File: config.mk
export PLATFORM = sky130hd
export DESIGN_NAME = qam_frame_sched
export DESIGN_NICKNAME = d
export VERILOG_FILES = /design/src/rtl/qam_frame_sched.sv
export SDC_FILE = /design/constraint.sdc
export NUM_CORES = 1
export LEC_CHECK = 0
export CAP_MARGIN = 20
export CORE_MARGIN = 2
export CORE_UTILIZATION = 50
export DETAILED_ROUTE_END_ITERATION = 6
export GPL_TIMING_DRIVEN = 1
export HOLD_SLACK_MARGIN = 0.02
export PLACE_DENSITY = 0.73
export REMOVE_ABC_BUFFERS = 1
export SYNTH_ARGS = -nofsm -noshare
export SYNTH_HDL_FRONTEND = slang
export SYNTH_SLANG_ARGS = --single-unit
File: constraint.sdc
create_clock -name axi_clk -period 2.2 [get_ports axi_clk]
set_input_delay 0.44 -clock axi_clk [delete_from_list [all_inputs] [get_ports axi_clk]]
set_output_delay 0.44 -clock axi_clk [all_outputs]
set_load 0.1 [all_outputs]
File: src/rtl/qam_frame_sched.sv
// Symbol scheduler for the 16-QAM modulator. Each frame is a fixed preamble,
// then payload nibbles (low nibble first), then idle slots counted at carrier instants.
module qam_frame_sched #(
  parameter int unsigned PREAMBLE_LEN = 8,
  parameter logic [3:0]  PREAMBLE_SYM = 4'b0101,
  parameter int unsigned GAP_LEN      = 4,
  parameter int unsigned UNDERRUN_TO  = 64
) (
  input  logic       axi_clk,
  input  logic       axi_rst,
  input  logic       s_valid,
  output logic       s_ready,
  input  logic [7:0] s_data,
  input  logic       s_last,
  output logic       sym_valid,
  input  logic       sym_ready,
  output logic [3:0] sym_data,
  output logic       busy,
  output logic       frame_done,
  output logic       underrun
);

  typedef enum logic [2:0] {
    ST_IDLE,
    ST_PREAMBLE,
    ST_PAY_LO,
    ST_PAY_HI,
    ST_GAP
  } state_t;

  localparam logic [7:0] PRE_LAST   = 8'(PREAMBLE_LEN - 1);
  localparam logic [7:0] GAP_LAST   = 8'(GAP_LEN - 1);
  localparam logic [7:0] STARVE_MAX = 8'(UNDERRUN_TO - 1);

  state_t     state;
  logic [7:0] slot_cnt;    // preamble transfers, then gap ready slots
  logic [7:0] starve_cnt;
  logic [3:0] hold_nib;
  logic       hold_last;
  logic       aborted;
  logic       xfer;

  // The low nibble passes straight through from the byte stream so a byte
  // and its first symbol are handed over in the same carrier instant.
  always_comb begin
    // NOTE: every output gets a default first so no path leaves it unassigned (no latch).
    s_ready   = 1'b0;
    sym_valid = 1'b0;
    sym_data  = 4'h0;
    unique case (state)
      ST_PREAMBLE: begin
        sym_valid = 1'b1;
        sym_data  = PREAMBLE_SYM;
      end
      ST_PAY_LO: begin
        sym_valid = s_valid;
        sym_data  = s_data[3:0];
        s_ready   = sym_ready;
      end
      ST_PAY_HI: begin
        sym_valid = 1'b1;
        sym_data  = hold_nib;
      end
      default: ;
    endcase
  end

  assign xfer = sym_valid && sym_ready;
  assign busy = (state != ST_IDLE);

  always_ff @(posedge axi_clk) begin
    // NOTE: state registers use non-blocking assignments so every branch sees pre-edge values.
    if (axi_rst) begin
      state      <= ST_IDLE;
      slot_cnt   <= 8'd0;
      starve_cnt <= 8'd0;
      hold_nib   <= 4'h0;
      hold_last  <= 1'b0;
      aborted    <= 1'b0;
      frame_done <= 1'b0;
      underrun   <= 1'b0;
    end else begin
      frame_done <= 1'b0;
      underrun   <= 1'b0;
      unique case (state)
        ST_IDLE: begin
          slot_cnt <= 8'd0;
          aborted  <= 1'b0;
          if (s_valid) state <= ST_PREAMBLE;
        end
        ST_PREAMBLE: begin
          if (xfer) begin
            if (slot_cnt == PRE_LAST) begin
              slot_cnt   <= 8'd0;
              starve_cnt <= 8'd0;
              state      <= ST_PAY_LO;
            end else begin
              slot_cnt <= slot_cnt + 8'd1;
            end
          end
        end
        ST_PAY_LO: begin
          if (xfer) begin
            hold_nib   <= s_data[7:4];
            hold_last  <= s_last;
            starve_cnt <= 8'd0;
            state      <= ST_PAY_HI;
          end else if (s_valid) begin
            starve_cnt <= 8'd0;
          end else if (starve_cnt == STARVE_MAX) begin
            // Source went quiet mid-frame: close it out through the gap without frame_done.
            starve_cnt <= 8'd0;
            slot_cnt   <= 8'd0;
            aborted    <= 1'b1;
            underrun   <= 1'b1;
            state      <= ST_GAP;
          end else begin
            starve_cnt <= starve_cnt + 8'd1;
          end
        end
        ST_PAY_HI: begin
          if (xfer) begin
            slot_cnt <= 8'd0;
            state    <= hold_last ? ST_GAP : ST_PAY_LO;
          end
        end
        ST_GAP: begin
          if (sym_ready) begin
            if (slot_cnt == GAP_LAST) begin
              slot_cnt   <= 8'd0;
              frame_done <= !aborted;
              state      <= ST_IDLE;
            end else begin
              slot_cnt <= slot_cnt + 8'd1;
            end
          end
        end
        default: state <= ST_IDLE;
      endcase
    end
  end

endmodule

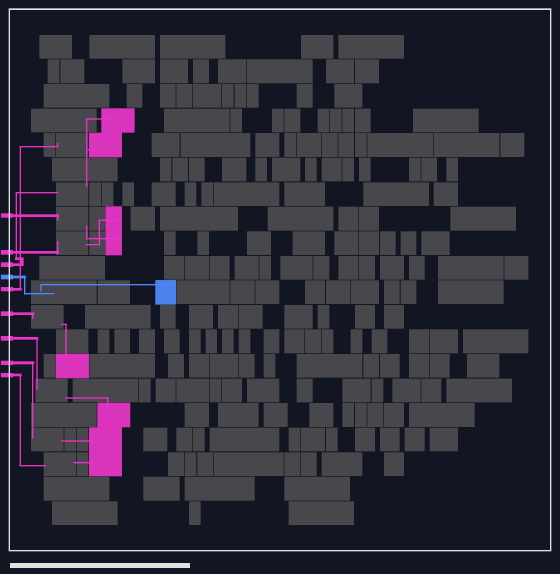
**Above:** nets reached from selected ports.
The bar under the picture is 20 um long.
port	colour	direction	end cells	buffers	wire
s_ready	blue	output	1	1	21.6 um
s_data	magenta	input	8	8	121 um

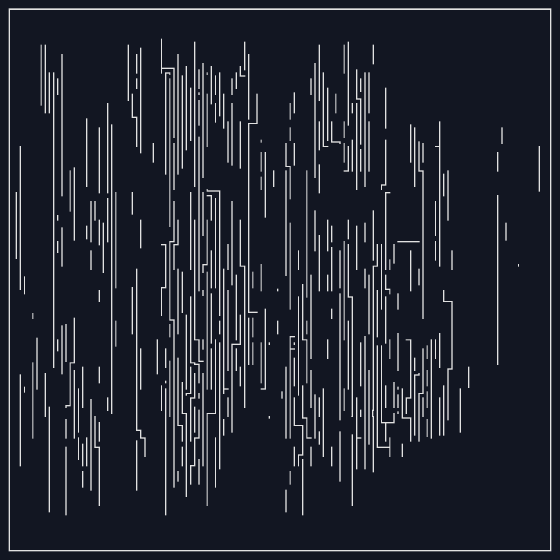
**Above:** M2 wires.
share of all routed wire	49%
nets with wire on the layer	195
main direction	vertical
wire length on this layer	1780 um
longest straight run	32.6 um

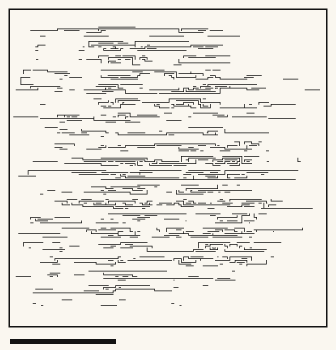
**Above:** signal wires on met1.
The bar under the picture is 20 um long.
longest straight run	36.8 um
share of all routed wire	45%
main direction	horizontal
final WL: 3670 um
DR vias: 1528

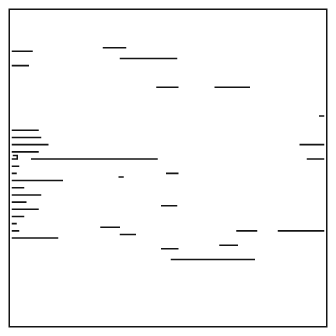
**Above:** met3 routing.
wire length on this layer	172 um
main direction	horizontal
nets with wire on the layer	32
share of all routed wire	4.7%
met3 Resource Use GR: 0.0411

## layout make-up
type,count,area [um^2],area share
Multi-Input combinational cell,154,957,0.492
Inverter,3,11.3,0.00579
Clock buffer,4,26.3,0.0135
Sequential cell,27,544,0.280
Timing Repair Buffer,33,365,0.188
Tap cell,33,41.3,0.0212
## final timing paths
kind,from,cells after the start,slack [ns],to
worst max-delay path,starve_cnt[0],6,0.12,state[2]
worst min-delay path,aborted,2,0.47,aborted
worst max register to register,starve_cnt[0],6,0.12,state[2]
worst min register to register,aborted,2,0.47,aborted
## worst register-to-register path, cell delays in order, from the launching register on
cell and delay (ns):
dfxtp_1 0.44, ha_1 0.25, nand3_2 0.16, nor4_4 0.39
o311ai_2 0.19, or4_1 0.52, o211ai_2 0.07
==> results.py <==
# Metrics from the implementation run
metrics = {
    "setup_path": {
        "crit_required_ns": 2.47,
        "critPathMaxStageDelay_ns": 0.52,
        "worst-path-buf-inv": 0,
        "worstPathArrival_ns": 2.36,
        "crit_slowest_cell": "or4_1",
        "critical_path.top_delay_family": "simple AND/OR/NAND/NOR gates",
        "cp-start-kind": "flip-flop",
        "critPathMaxFanout": 6,
        "cp-end-kind": "flip-flop",
        "path_cells": "ha_1 -> nand3_2 -> nor4_4 -> o311ai_2 -> or4_1 -> o211ai_2",
        "path_class": "reg2reg",
    },
    "synthesis": {
        "yosysTopAreaCellShare": 0.347,
        "synth_area_per_cell_um2": 8.04,
        "ys_sh_xor": 0,
        "synth.distinct_cells": 48,
        "ff_type": "dfxtp_1",
        "ys_seq_elements": 27,
        "edf_count": 0,
        "syn_area_mm2": 0.00156,
        "ys_seq_frac": 0.347,
        "synth_top_cell_by_area": "dfxtp_1",
        "ys_warn_count": 0,
        "compound_area_frac": 0.251,
        "ys_area_mm2": 0.00156,
        "ys_top_logic_family": "simple AND/OR/NAND/NOR gates",
        "synthMuxAreaShare": 0.0385,
        "synthArstFlopShare": 0,
        "simple_gate_share": 0.308,
        "adder_share": 0.0161,
        "topCellsByArea": "dfxtp_1 35%, nor2_1 6.5%, a21oi_1 5.1%, nand2_1 4.6%, mux2i_1 3.9%",
        "ys_cells": 194,
        "ys_top_cells_by_count": "27 x dfxtp_1, 27 x nor2_1, 19 x nand2_1",
        "netlist_instances": 194,
    },
    "sta": {
        "rsz0062_at_grt": "false",
        "maxSlewHeadroom": 0.693,
        "clock_skew_ns": 0.00679,
        "fin_ws_ns": 0.116,
        "maxSlewViolCount": 0,
        "worst_pin_slew_ns": 0.461,
        "period_used_share": 0.947,
        "finalSetupViolCount": 0,
        "setup_tns_ns": 0,
        "fmax_mhz": 480,
        "holdWs_ns": 0.472,
        "hold_viol_final": 0,
        "finalWorstPathRequiredPeriod_ns": 2.08,
    },
    "floorplanning": {
        "row_count": 20,
        "die-area_mm2": 0.00358,
        "io_pins": 22,
        "die_height_um": 59.8,
        "fp_util": 0.519,
        "die_x_um": 59.8,
        "coreArea_mm2": 0.00300,
    },
    "final_layout": {
        "drive_above_1_share": 0.172,
        "stdcell_area_mm2": 0.00195,
        "final_core_util": 0.648,
        "diodes": 0,
        "finalNonFillerCells": 254,
        "layout_top_cell_excl_fill_tap": "nor2_1",
        "top_regs": "slot_cnt (8), starve_cnt (8), hold_nib (4)",
        "fillers": 262,
        "lay_top_cells": "27 x nor2_1, 24 x dfxtp_1, 19 x nand2_1",
        "final_nets": 237,
        "area_growth_pct": 24.8,
    },
    "grt": {
        "grtUsageMet1": 0.275,
        "antenna_found_initial": 0,
        "grt_use_met2": 0.382,
        "grt_pass1_wl_um": 6230,
        "grt_pass1_vias": 1448,
        "grt_use_total": 0.225,
        "grt_overflow_total": 0,
        "grt_max_degree": 22,
        "busiest_layer": "met2",
    },
    "power_and_ir_drop": {
        "powerDensity_mw_per_mm2": 680,
        "clk-power_uw": 223,
        "switching_share": 0.400,
        "p_int_uw": 795,
        "p_leak_nw": 0.699,
        "pg_comb_uw": 564,
        "top_power_group": "combinational cells",
        "clkPwrFrac": 0.168,
        "p_switching_uw": 529,
        "pwr-share-comb": 0.426,
        "p_total_mw": 1.32,
        "p_seq_uw": 537,
        "ir_worst_vdd_mv": 0.364,
        "seqPwrFrac": 0.405,
    },
    "clocking": {
        "root_buffer": "clkbuf_4",
        "cts_inserted_buffers": 3,
        "cts_max_level": 1,
        "ctsHoldBuffers": 0,
        "clk_pin_slew_ns": 0.15,
        "cts_setup_buffers": 0,
        "clock-sinks": 27,
        "postCtsResizedCells": 1,
        "cts_buffer_depth": 2,
        "insertion_delay_ns": 0.34,
        "cts_tree": "built",
    },
    "placed_design": {
        "dpl-instance-area_mm2": 0.00192,
        "place.gp.congestion": 0.813,
        "dp.cells": 250,
        "io_buffers": 21,
        "hpwl_um": 2740,
        "preCtsSetupSlack_ns": -0.0718,
    },
    "detailed_routing": {
        "wl_met1_um": 1660,
        "drt_iter0_drc": 93,
        "wl_per_cell_um": 14.5,
        "post-route-drc-count": 0,
        "wl_met2_um": 1780,
        "wl_met3_um": 171,
        "top_layer": "met4",
        "first_pass_iters": 4,
        "vias_per_cell": 6.02,
        "ant_nets": 0,
    },
    "flow_run": {
        "warnings": 25,
        "cap_violations": 0,
    },
    "min_path": {
        "min_path_type": "reg2reg",
    },
    "outcome": {
        "status": "completed",
    },
}
Power is estimated from default activity; no workload was simulated.
